$ cat config.mk
export PLATFORM = sky130hd
export DESIGN_NAME = spi_slave_sync
export DESIGN_NICKNAME = d
export VERILOG_FILES = /design/src/rtl/spi_pkg.sv /design/src/rtl/spi_sync_edge.sv /design/src/rtl/spi_slave_sync.sv
export SDC_FILE = /design/constraint.sdc
export NUM_CORES = 1
export LEC_CHECK = 0
export CAP_MARGIN = 20
export CORE_MARGIN = 4
export CORE_UTILIZATION = 48
export DETAILED_ROUTE_END_ITERATION = 10
export MAX_ROUTING_LAYER = met4
export PLACE_DENSITY = 0.74
export SYNTH_ARGS = -nofsm -noshare
export SYNTH_HDL_FRONTEND = slang
export SYNTH_SLANG_ARGS = --single-unit
$ cat constraint.sdc
create_clock -name clk -period 1.9 [get_ports clk]
set_clock_uncertainty 0.1 [all_clocks]
set_input_delay 0.285 -clock clk [delete_from_list [all_inputs] [get_ports clk]]
set_output_delay 0.285 -clock clk [all_outputs]
set_load 0.01 [all_outputs]
$ cat src/rtl/spi_pkg.sv
// Shared definitions for the SPI slave: FSM states, mode field layout and
// synchroniser depth.
package spi_pkg;

    typedef enum logic {
        IDLE   = 1'b0,
        ACTIVE = 1'b1
    } state_t;

    // mode = {CPOL, CPHA}
    localparam int CPOL_BIT    = 1;
    localparam int CPHA_BIT    = 0;
    localparam int SYNC_STAGES = 2;

endpackage

$ cat src/rtl/spi_sync_edge.sv
// Multi-flop synchroniser for an asynchronous input, with rise/fall strobes
// derived from the synchronised value and its one-cycle-delayed copy.
module spi_sync_edge
    import spi_pkg::*;
#(
    parameter logic RESET_VAL = 1'b0
) (
    input  logic clk,
    input  logic reset_n,
    input  logic din,
    output logic dout,
    output logic rise,
    output logic fall
);

    logic [SYNC_STAGES-1:0] sync;
    logic                   prev;

    always_ff @(posedge clk) begin
        if (!reset_n) begin
            sync <= {SYNC_STAGES{RESET_VAL}};
            prev <= RESET_VAL;
        end else begin
            sync <= {sync[SYNC_STAGES-2:0], din};
            prev <= sync[SYNC_STAGES-1];
        end
    end

    assign dout = sync[SYNC_STAGES-1];
    assign rise = dout & ~prev;
    assign fall = ~dout & prev;

endmodule

$ cat src/rtl/spi_slave_sync.sv
// SPI slave oversampled by the system clock: all four SPI modes, one-word
// tx holding register, back-to-back words within a frame, abort detection.
module spi_slave_sync
    import spi_pkg::*;
#(
    parameter int DATA_WIDTH = 8,
    parameter int MSB_FIRST  = 1
) (
    input  logic                  clk,
    input  logic                  reset_n,
    input  logic                  sclk,
    input  logic                  cs,
    input  logic                  mosi,
    output logic                  miso,
    input  logic [1:0]            mode,
    input  logic [DATA_WIDTH-1:0] tx_data,
    input  logic                  tx_valid,
    output logic                  tx_ready,
    output logic [DATA_WIDTH-1:0] rx_data,
    output logic                  rx_valid,
    output logic                  tx_underrun,
    output logic                  frame_abort,
    output logic                  busy
);

    localparam int            CW       = $clog2(DATA_WIDTH);
    localparam logic [CW-1:0] LAST_BIT = CW'(DATA_WIDTH - 1);

    state_t                 state, state_nxt;
    logic                   sclk_s, sclk_rise, sclk_fall;
    logic                   cs_s, cs_rise, cs_fall;
    logic [SYNC_STAGES-1:0] mosi_sync;
    logic                   mosi_s;
    logic [1:0]             mode_q;
    logic [CW-1:0]          bit_cnt;
    logic [1:0]             cs_high_cnt;
    logic                   armed;
    logic [DATA_WIDTH-1:0]  tx_sr, rx_sr, rx_next, hold_data, load_word;
    logic                   hold_full, under_pend;
    logic                   start, stop, sclk_edge, lead, trail;
    logic                   sample, shift, last_bit, reload, load_emit;

    function automatic logic out_bit(input logic [DATA_WIDTH-1:0] w);
        return (MSB_FIRST != 0) ? w[DATA_WIDTH-1] : w[0];
    endfunction

    function automatic logic [DATA_WIDTH-1:0] shift_word(input logic [DATA_WIDTH-1:0] w);
        return (MSB_FIRST != 0) ? {w[DATA_WIDTH-2:0], 1'b0} : {1'b0, w[DATA_WIDTH-1:1]};
    endfunction

    spi_sync_edge #(.RESET_VAL(1'b0)) u_sclk_sync (
        .clk(clk), .reset_n(reset_n), .din(sclk),
        .dout(sclk_s), .rise(sclk_rise), .fall(sclk_fall)
    );

    spi_sync_edge #(.RESET_VAL(1'b1)) u_cs_sync (
        .clk(clk), .reset_n(reset_n), .din(cs),
        .dout(cs_s), .rise(cs_rise), .fall(cs_fall)
    );

    always_ff @(posedge clk) begin
        if (!reset_n) mosi_sync <= '0;
        else          mosi_sync <= {mosi_sync[SYNC_STAGES-2:0], mosi};
    end
    assign mosi_s = mosi_sync[SYNC_STAGES-1];

    // A frame may only start once cs has been seen high after the reset
    // values have flushed out of the synchroniser.
    assign armed    = (cs_high_cnt == 2'd3);
    assign busy     = (state == ACTIVE);
    assign tx_ready = !hold_full;

    always_ff @(posedge clk) begin
        if (!reset_n) state <= IDLE;
        else          state <= state_nxt;
    end

    always_comb begin
        state_nxt = state;
        start     = 1'b0;
        stop      = 1'b0;
        case (state)
            IDLE:    if (armed && cs_fall) begin state_nxt = ACTIVE; start = 1'b1; end
            ACTIVE:  if (cs_rise)          begin state_nxt = IDLE;   stop  = 1'b1; end
            default: state_nxt = IDLE;
        endcase
        sclk_edge = (state == ACTIVE) && !cs_rise && (sclk_rise || sclk_fall);
        lead      = sclk_edge && (sclk_s != mode_q[CPOL_BIT]);
        trail     = sclk_edge && (sclk_s == mode_q[CPOL_BIT]);
        sample    = mode_q[CPHA_BIT] ? trail : lead;
        // CPHA=0 presents bit 0 at load time, so the trailing edge right after
        // a word boundary must not shift.
        shift     = mode_q[CPHA_BIT] ? lead : (trail && (bit_cnt != '0));
        last_bit  = sample && (bit_cnt == LAST_BIT);
        reload    = start || last_bit;
        load_emit = reload && !(start ? mode[CPHA_BIT] : mode_q[CPHA_BIT]);
        load_word = hold_full ? hold_data : '0;
        rx_next   = (MSB_FIRST != 0) ? {rx_sr[DATA_WIDTH-2:0], mosi_s}
                                     : {mosi_s, rx_sr[DATA_WIDTH-1:1]};
    end

    always_ff @(posedge clk) begin
        if (!reset_n) begin
            mode_q      <= '0;
            bit_cnt     <= '0;
            cs_high_cnt <= '0;
            tx_sr       <= '0;
            rx_sr       <= '0;
            hold_data   <= '0;
            hold_full   <= 1'b0;
            under_pend  <= 1'b0;
            rx_data     <= '0;
            miso        <= 1'b0;
            rx_valid    <= 1'b0;
            tx_underrun <= 1'b0;
            frame_abort <= 1'b0;
        end else begin
            rx_valid    <= 1'b0;
            tx_underrun <= 1'b0;
            frame_abort <= 1'b0;
            if (!cs_s)       cs_high_cnt <= '0;
            else if (!armed) cs_high_cnt <= cs_high_cnt + 2'd1;

            if (start) begin
                mode_q  <= mode;
                bit_cnt <= '0;
                rx_sr   <= '0;
            end
            if (stop) begin
                frame_abort <= (bit_cnt != '0);
                bit_cnt     <= '0;
                miso        <= 1'b0;
                under_pend  <= 1'b0;
            end
            if (sample) begin
                rx_sr   <= rx_next;
                bit_cnt <= last_bit ? '0 : bit_cnt + 1'b1;
                if (last_bit) begin
                    rx_data  <= rx_next;
                    rx_valid <= 1'b1;
                end
                // Underrun is reported when the zero word actually begins,
                // so a reload at the end of the final word stays silent.
                if (bit_cnt == '0 && under_pend) begin
                    tx_underrun <= 1'b1;
                    under_pend  <= 1'b0;
                end
            end
            if (shift) begin
                miso  <= out_bit(tx_sr);
                tx_sr <= shift_word(tx_sr);
            end
            if (reload) begin
                under_pend <= !hold_full;
                hold_full  <= 1'b0;
                if (load_emit) begin
                    miso  <= out_bit(load_word);
                    tx_sr <= shift_word(load_word);
                end else begin
                    tx_sr <= load_word;
                end
            end
            if (tx_valid && !hold_full) begin
                hold_data <= tx_data;
                hold_full <= 1'b1;
            end
        end
    end

endmodule

==> changes_impl.md <==
### Implementation results

- Number of hold buffers added after cts: 0
- Antenna Nets Post-Route: 0
- Worst-path fanout max: 7
- Sequential Power Share: 0.596
- Critical Path Sink: tx_sr[7]$_SDFFE_PN0P_
- Part of the power in combinational logic: 0.078
- Register clock-pin slew on the reported worst setup and hold paths: 100 ps
- Critical-path cell with the highest stage delay: sky130_fd_sc_hd__mux2i_2
- Number of global-route vias before repair: 1658
- Clock network power: 0.631 mW
- Instance count on the critical path: 5
- Comb. pwr: 0.152 mW
- CP Launch Point: mode_q[0]$_SDFFE_PN0P_
- Sequential Area: 1061 sq um
- Maximum number of pins on one net before global-route repair: 17
- Aoi share: 0.1306
- CORE AREA: 4384 sq um
- Hold Path Class: reg -> reg
- Placed Area: 2631 sq um
- Hold Worst Slack: 316.3 ps
- Main logic family after synthesis: simple AND/OR/NAND/NOR gates
- Part of the Yosys area used for sequential elements: 0.4837
- Total cells reported by yosys after synthesis: 232
- Count of H-tree levels built during CTS: 2
- Sink of the worst hold path: u_cs_sync.sync[1]$_SDFF_PN1_
- Switching fraction of total power: 0.2384
- Data arrival at the endpoint of the critical path: 1960 ps
- Flops out of synthesis: 53
- Synth cell types: 41
- Routed met3 length: 232 um
- Final Critical Period: 1811 ps
- Worst reg2reg path startpoint: mode_q[0]$_SDFFE_PN0P_
- DRC violation total after the first TritonRoute iteration: 82
- Met3 usage: 0.05145
- GP Congestion: 0.7850
- Final nets: 294
- Leak pwr: 1.026 nW
- Outcome: completed
- Maxcap violations: 0
- Area leader share: 0.4837
- Normalized max-slew margin: 0.7868
- Yosys simple share: 0.2094
- Longest individual stage delay on the worst path: 350 ps
- TritonCTS Buffers: 5
- Number of post-CTS setup repair buffers: 0
- Net switching power: 0.4625 mW
- Number of warnings the tools reported: 27
- Top power group: registers
- Critical Path Sink Type: register
- Xor+xnor area frac: 0.007986
- Power in sequential cells: 1.16 mW
- Layer carrying the most global-route usage: met2
- Fmax achieved: 552.1 MHz
- Layout cells sized above 1: 0.1527
- Min-Delay Startpoint: u_cs_sync.sync[0]$_SDFF_PN1_
- R2R Path End: tx_sr[7]$_SDFFE_PN0P_
- Max clock buf depth: 2
- Top Registers: hold_data: 8 flops, rx_data: 8 flops, tx_sr: 8 flops
- Met2 layer wire length in the routed design: 1951 um
- Yosys top cell by instances: sky130_fd_sc_hd__dfxtp_1
- Post-layout period usage of the worst path: 0.9532
- Rows: 24
- Post-synthesis cell count: 232
- Total setup violations reported at the end of the flow: 0
- Clk ins delay skew pair: 310 ps
- Wire length of the first global-routing pass: 7251 um
- Slew at the pin with the worst max-slew slack: 317.5 ps
- Gates resized, CTS repair: 1
through the flow:
| stage | worst slack (ps) | cells | power (mW) | setup TNS (ps) |
|---|---|---|---|---|
| after global routing | 0.7812 | 327 | 2.027 | 0 |
| after CTS | 37.01 | 327 | 1.959 | 0 |
| final | 88.84 | 327 | 1.940 | 0 |
| after detailed placement | -51.73 | 319 | 1.335 | -125.9 |
| after global placement | 37.21 | 319 | 1.330 | 0 |
| after floorplan | 113.6 | 232 | 1.262 | 0 |
final cells by class:
type,count,area share
timing repair buffer,46,0.1579
sequential,53,0.3893
tap,52,0.02388
multi-input combinational,164,0.3912
clock buffer,6,0.02663
inverter,4,0.005510
clock inverter,2,0.005510
Figure 1. I/O nets highlighted.
Drawn at 4 px/um.
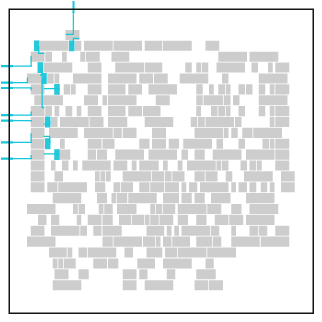
- cyan: `tx_data` (direction input; edge 7 west, 1 north; end cells 8; buffers 8; wire 79.4 um)
total of buffers placed on input and output ports: 29
I/O pins: 30

Figure 2. I/O pins on the die edge.
Drawn at 6 px/um. Pins as bars across the die edge, other pins in grey.
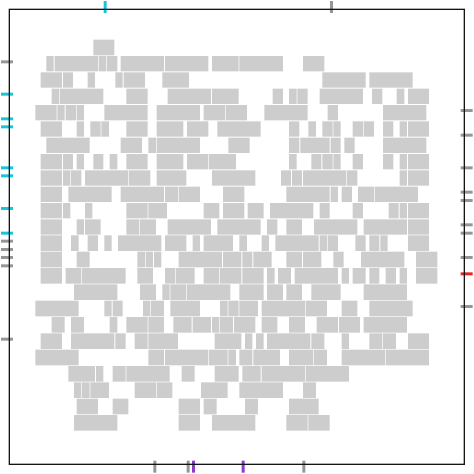
- red: `rx_valid` (pins 1; direction output; edge east)
- purple: `mode` (pins 2; direction input; edge south)
- cyan: `tx_data` (pins 8; direction input; edge 7 west, 1 north)
- all pins by edge: 13 west, 10 east, 5 south, 2 north
Die W: 75.60 um
die y size: 75.60 um

Figure 3. Drive-strength map.
Drawn at 6 px/um.
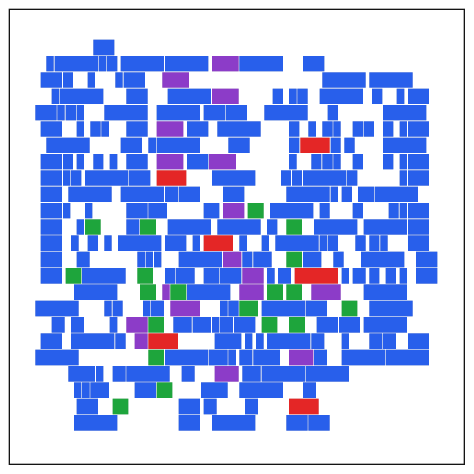
- red: drive 6 and up (cells 6; share 2.2%; most used clkbuf_8)
- purple: drive 2 (cells 17; share 6.2%; most used o22ai_2)
- green: drive 3 to 4 (cells 19; share 6.9%; most used buf_4)
- blue: drive 1 or less (cells 233; share 85%; most used dfxtp_1)
final setup margin: 88.84 ps
final instance area: 2725 sq um

Figure 4. Placed standard cells.
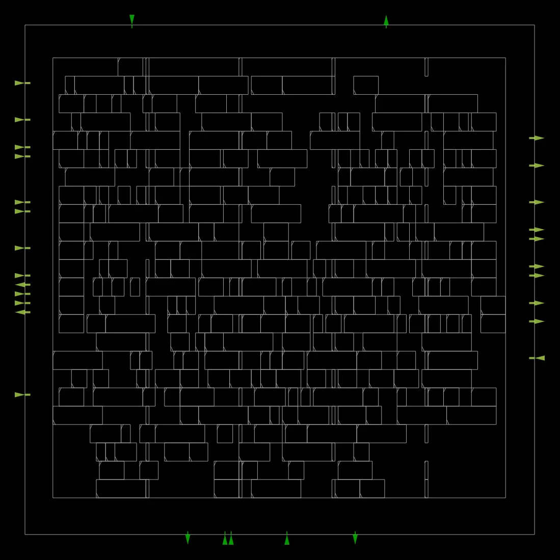
post-layout instance count excluding filler cells: 327
Seq area share: 0.3893
total number of sequential cells: 53

Figure 5. Metal layers overlaid.
Drawn at 6 px/um. Only two layers are drawn.
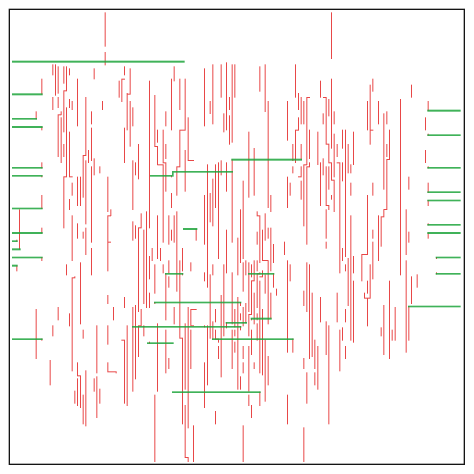
- red: met2 (wire length 1950 um)
- green: met3 (wire length 232 um)
total global routing track utilization: 0.1732
number of vias in the routed layout: 1714
routed length per instance: 12.87 um

Power is estimated from default activity; no workload was simulated.
